===== config.mk =====
export PLATFORM = sky130hd
export DESIGN_NAME = bcd_timer
export DESIGN_NICKNAME = d
export VERILOG_FILES = /design/src/rtl/bcd_timer.sv
export SDC_FILE = /design/constraint.sdc
export NUM_CORES = 1
export LEC_CHECK = 0
export CORE_MARGIN = 3
export CORE_UTILIZATION = 25
export DETAILED_ROUTE_END_ITERATION = 12
export PLACE_DENSITY = 0.48
export SLEW_MARGIN = 15
export SYNTH_ARGS = -nofsm -noshare
export SYNTH_HDL_FRONTEND = slang
export SYNTH_SLANG_ARGS = --single-unit
export TNS_END_PERCENT = 1

===== constraint.sdc =====
create_clock -name clk -period 2.1 [get_ports clk]
set_input_delay 0.315 -clock clk [delete_from_list [all_inputs] [get_ports clk]]
set_output_delay 0.315 -clock clk [all_outputs]
set_load 0.01 [all_outputs]

===== src/rtl/bcd_timer.sv =====
// rtl/bcd_timer.sv - multi-digit BCD up/down timer with clamped load and wrap pulse (optional BCD_TIMER_ALARM_EN adds alarm compare)
module bcd_timer #(
   parameter int          DIGITS    = 4,
   parameter logic [31:0] DIGIT_MAX = 32'h00005959
) (
   input  logic                  clk,
   input  logic                  reset,
   input  logic                  tick,
   input  logic                  up_down,
   input  logic                  load,
   input  logic [4*DIGITS-1:0]   load_value,
`ifdef BCD_TIMER_ALARM_EN
   input  logic [4*DIGITS-1:0]   alarm_value,
   output logic                  alarm,
`endif
   output logic [4*DIGITS-1:0]   count,
   output logic                  wrap,
   output logic                  is_zero
);

   localparam int W = 4 * DIGITS;

   logic [W-1:0] step_count;
   logic [W-1:0] load_clamped;
   logic         step_wrap;
   logic [W-1:0] count_next;
   logic         wrap_next;

   logic         carry;
   logic [3:0]   dmax;
   logic [3:0]   dcur;
   logic [3:0]   deff;
   logic [3:0]   dnew;
   logic [3:0]   lval;

   // Ripple carry/borrow across digits; a digit above its max is treated as at max.
   always_comb begin
      step_count   = '0;
      load_clamped = '0;
      carry        = 1'b1;
      dmax         = 4'd0;
      dcur         = 4'd0;
      deff         = 4'd0;
      dnew         = 4'd0;
      lval         = 4'd0;
      for (int i = 0; i < DIGITS; i++) begin
         dmax = DIGIT_MAX[4*i +: 4];
         dcur = count[4*i +: 4];
         deff = (dcur > dmax) ? dmax : dcur;
         dnew = dcur;
         if (carry) begin
            if (up_down) begin
               if (deff >= dmax) begin
                  dnew = 4'd0;
               end else begin
                  dnew  = deff + 4'd1;
                  carry = 1'b0;
               end
            end else begin
               if (deff == 4'd0) begin
                  dnew = dmax;
               end else begin
                  dnew  = deff - 4'd1;
                  carry = 1'b0;
               end
            end
         end
         step_count[4*i +: 4] = dnew;
         lval = load_value[4*i +: 4];
         load_clamped[4*i +: 4] = (lval > dmax) ? dmax : lval;
      end
      step_wrap = carry;
   end

   // Select next value: load beats tick beats hold; wrap only on a full-range step.
   always_comb begin
      count_next = count;
      wrap_next  = 1'b0;
      if (load) begin
         count_next = load_clamped;
      end else if (tick) begin
         count_next = step_count;
         wrap_next  = step_wrap;
      end
   end

   // Count and wrap registers.
   always_ff @(posedge clk) begin
      if (!reset) begin
         count <= '0;
         wrap  <= 1'b0;
      end else begin
         count <= count_next;
         wrap  <= wrap_next;
      end
   end

`ifdef BCD_TIMER_ALARM_EN
   // Pulse when a tick or load moves the count onto the alarm value.
   always_ff @(posedge clk) begin
      if (!reset) begin
         alarm <= 1'b0;
      end else begin
         alarm <= (load || tick) && (count_next == alarm_value) && (count_next != count);
      end
   end
`endif

   assign is_zero = (count == '0);

endmodule


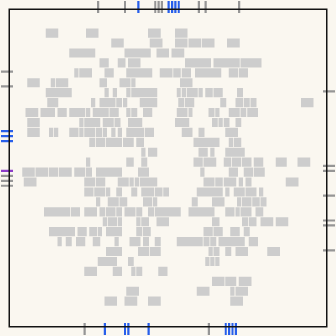
Figure 1: pin map.
Pins as bars across the die edge, other pins in gray.
[load_value] blue | pins: 16 | direction: input | edge: 8 bottom, 5 top, 3 left
[reset] purple | pins: 1 | direction: input | edge: left
all pins by edge: 13 top, 10 bottom, 9 left, 7 right

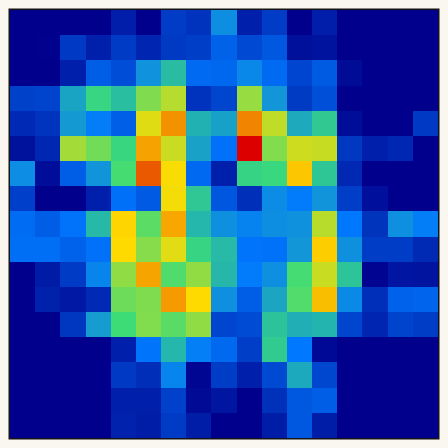
Figure 2: wiring heat map.
17 x 17 tiles, from dark blue (low) to red (high), scaled to the fullest tile. Values are wire area over tile area, all layers added.
emptiest ninth of the die: top right
nearly empty tiles: 27%
tiles over half the peak: 15%
fullest tile: 0.42
mean over tiles: 0.094

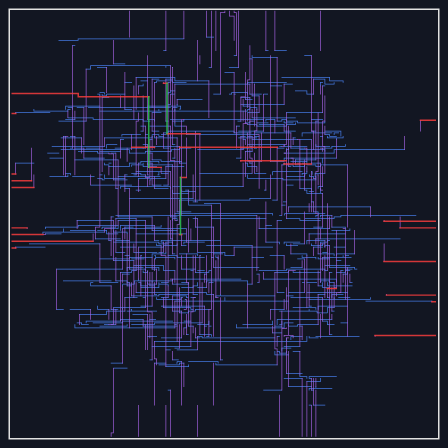
Figure 3: wiring by layer.
[met1] blue | wire length: 2220 um
[met3] red | wire length: 170 um
[met4] green | wire length: 36.0 um
[met2] purple | wire length: 2130 um
detailed-route via count: 1673
total detailed-routing wirelength: 4.56 mm

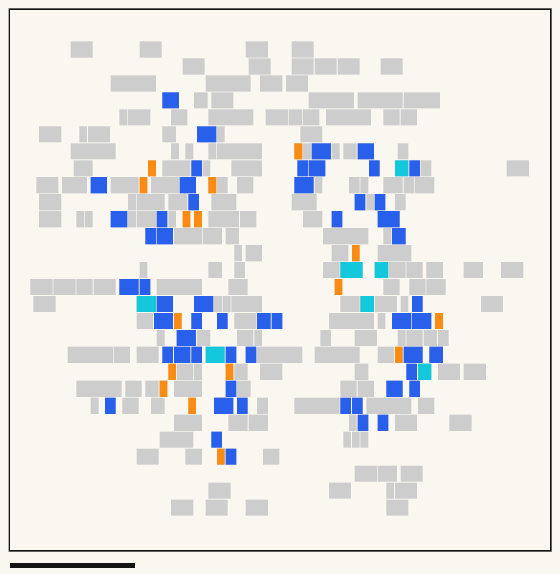
Figure 4: gate families picked out.
Scale bar: 20 um.
[AND and OR gates] cyan | cells: 7
[inverting AOI/OAI gates] blue | cells: 55
[inverters] orange | cells: 16
commonest non-fill, non-tap cell in the layout: sky130_fd_sc_hd__clkdlybuf4s50_1
combinational fraction of the cell area: 50.0%
Layout Cells excl Fill: 332

-- logic make-up (layout without fill, tap and decap cells) --
| group | after synthesis | count (layout) |
|---|---|---|
| xor+xnor | 3 | 3 |
| buf+inv | 33 | 80 |
| flops | 17 | 17 |
| mux | 6 | 6 |
| simple gates | 70 | 70 |
| compound gates | 73 | 73 |
| fa+ha+maj | 8 | 8 |
-- critical path, stage by stage (launching register included) --
cell                      delay, ps
sky130_fd_sc_hd__dfxtp_1        390
sky130_fd_sc_hd__o21a_1         150
sky130_fd_sc_hd__nor2_2         140
sky130_fd_sc_hd__ha_2           270
sky130_fd_sc_hd__or3b_2         450
sky130_fd_sc_hd__a21oi_1        150
sky130_fd_sc_hd__a21oi_1         60
sky130_fd_sc_hd__a31oi_1        180
sky130_fd_sc_hd__o211a_1        140
-- per-layer routing --
metal	track usage, %	wire (um)	share of wire, %	vias up
li1	-	-	-	863
met1	18.1	2220	49	774
met2	19.7	2130	47	30
met3	1.62	169	3.7	6
met4	2.55	36	0.79	0
met5	0	0	0	-
-- cell usage after synthesis (all sizes together), types with 3 or more instances --
cell type	count	area share, %
ha	8	6.2
nor3	5	2.2
a211o	4	2.2
nand3	6	1.9
o211a	3	1.9
inv	16	3.7
mux2i	4	2.5
nand2	19	4.4
dfxtp	17	21
buf	10	5.3
nor2b	3	1.2
a21oi	19	6.1
nor2	18	4.2
o211ai	3	1.4
clkbuf	6	3.4
o21ai	12	3.7
o31ai	3	1.4
xnor2	3	1.6
nand2b	4	1.5
-- cell type report --
class | count | area [um2]
clock buffer | 4 | 45.0
fill | 680 | 3930
inverter | 16 | 60.1
multi-input combinational | 160 | 1080
sequential | 17 | 340
tap | 75 | 93.8
timing repair buffer | 60 | 544
-- state kept, by name, summed over array words and instances, names as in the netlist --
register,count
count,16
wrap,1
==> COMMIT_EDITMSG <==
Record implementation results from latest flow run

- OpenROAD warning count: 31
- In this run the deepest clock path goes through 2 buffers.
- Per the OpenROAD floorplan log, the width of the die is about 87 um.
- For this run, the total global-route usage over all layers was measured as about an eighth.
- Setup repair after global routing missed its margin: false
* Number of nets with antenna violations after routing: 0
- After layout, the worst path uses 94.4% of the clock period.
- Critical Path Fanout Max: 7
- In this run, power in the clock network comes to about 0.00025 W.
- STA lists the startpoint of the worst hold path as count[12]$_SDFFE_PN0P_.
* Root buffer cell: sky130_fd_sc_hd__clkbuf_8
- After synthesis, the mean cell area works out to between 7 and 8 um2.
- The violation tally recorded at the end of detailed-routing iteration 0 is ~110.
- Combinational logic is responsible for between 40% and 50% of the overall power.
- Type of destination of the critical path: flip-flop
- For reference, the final report shows the hold violation count at 0.
- Mapped cell area: roughly 0.0016 mm2
* Pwr dens: approximately 500 mW/mm2
- OpenSTA lists the critical path startpoint as count[11]$_SDFFE_PN0P_.
- The synthesized design contains 17 register bits.
- Sequential power for this build is 0.000372 W.
- The final timing report lists clock skew as 1.16 ps.
- The later pin in the worst-skew pair is clocked with a latency of 250 ps.
* Routed WL per cell: ~14 um
- Ranking logic cells in the layout by count gives the top entries 37 x sky130_fd_sc_hd__clkdlybuf4s50_1, 22 x sky130_fd_sc_hd__buf_4, 18 x sky130_fd_sc_hd__nand2_1, 18 x sky130_fd_sc_hd__a21oi_1, 17 x sky130_fd_sc_hd__dfxtp_1.
- Synthesis instantiated a little over 60 different standard cells from the library.
- Critical Path AT: between 2000 and 2500 ps
- Yosys warning tally: 0
- Fraction of the mapped netlist area in compound gates: about a third
- The CTS report gives the tree buffer count as 3.
- Per STA, the endpoint of the critical path is count[8]$_SDFFE_PN0P_.
* Number of detailed-routing iterations run before antenna repair: 4
* Antenna Cells: 0
- The worst register-to-register path begins at count[11]$_SDFFE_PN0P_.
- After routing, the total negative slack on setup checks comes to 0 ps.
* Number of nets at floorplan: 239
- WHS Endpoint: count[12]$_SDFFE_PN0P_
- Post-synth area from yosys stat: 0.00162 mm2
* Clock-pin slew on the worst setup and hold paths: approximately 70 ps
* Endpoint required time on the critical path: ~2300 ps
- R2R setup slack: between 100 and 150 ps
- From synthesis to final layout, the design area changed by 33.6%.
- Worst Max-Slew Pin Slew: roughly 370 ps
- Worst-case setup slack after placement: -4.84 ps
- Per the breakdown, switching nets consume approximately a third of all power.
- First-pass GRT wire length: roughly 7.7 mm
* End-of-flow core utilization: between 30% and 40%
* Worst hold slack: between 500 and 600 ps
* Placed wire-length estimate: 3.58 mm
- TritonCTS built the clock tree.
- Worst VDD drop: between 0.0002 and 0.00025 V
- Setup Buffers After CTS: 0
* Vertical die dimension: roughly 87 um
* Tot Pwr: approximately 0.0011 W
- Pin placement for this block handled 39 I/O pins.
- Per the placement log, port buffering inserted 38 buffers.
* Leak: between 0.9 and 1 nW
* Largest net degree at the start of global routing: 12
- The flow ran to the end, and the final reports show no timing, DRC or antenna violations.
- Largest combinational cell category by area: AND-OR/OR-AND gates
* Endpoint of the lowest-slack register-to-register path: count[8]$_SDFFE_PN0P_
* Nets: about 290
- Hold WC Path Type: flip-flop to flip-flop
- The number of global-route vias before repair was roughly 1600.
- Clock tree synthesis found a total of 17 sinks.
- Slew headroom: around three quarters
* Share of the core filled by cells before placement: approximately a quarter
- The initial antenna violation count was 0.
* Max-slew violation count: 0
- For this run, design rule violations remaining after detail routing come to 0.
- Type of element launching the critical path: flip-flop
- The final report gives the standard cell area, fillers excluded, as between 0.002 and 0.0025 mm2.
- Fmax: 0.505 GHz
* Site row count: 28
* # resized after CTS: 3
* Number of standard cells reported by yosys: approximately 210
* Placement-stage cell area: around 0.0021 mm2
- Layout cell share with drive strength beyond 1: 15.2%
- Per the CTS log, the maximum H-tree level is 1.
- Using the TritonRoute via totals, the vias-per-cell ratio works out to roughly 5.
- Post-synth seq share: 21.0%
* Total die size: between 0.007 and 0.008 mm2
* Power in combinational cells: about 0.00043 W
* Global placement routability congestion: 0.825
* Post-route setup slack: around 120 ps
* Multiplexer share: between 4 and 5%
- Crit Path Category: flip-flop to flip-flop
- Counting every instance in the synthesized netlist gives roughly 210.
* Hold-fix buffer count after cts: 0
- Looking at the cell usage after synthesis, the top flip-flop cell is sky130_fd_sc_hd__dfxtp_1.
- After layout, the minimum clock period comes to just under 2000 ps.
* Net load switching power: 0.000353 W
- In this run the maximum-capacitance check reported violations numbering 0.
- Final setup fails: 0
- Flip-flops with a built-in enable: 0
- Post-Place Cells: 328
* Part of the power in the clock network: 23.9%
- Synth async-reset ratio: 0%
* Cell-internal power: about 0.0007 W
- Top pwr grp: combinational cells
- According to the floorplan report, the placeable core area is 0.00610 mm2.
* XOR-XNOR Cells, Area Fraction: 1.62%
- Hold analysis shows the worst path with a depth of 2.
- Remaining global-route overflow: 0
- In this run, flip-flops and latches consume about 35% of the power.
- The synthesized netlist devotes between 20% and 30% of its cell area to simple gates.
* Post-Synth Adder-Cell Area: under 10%
- Measured in cells, the most critical reg-to-reg path has a length of 8.
Power figures rest on the tool's default switching activity, not on a simulated workload.
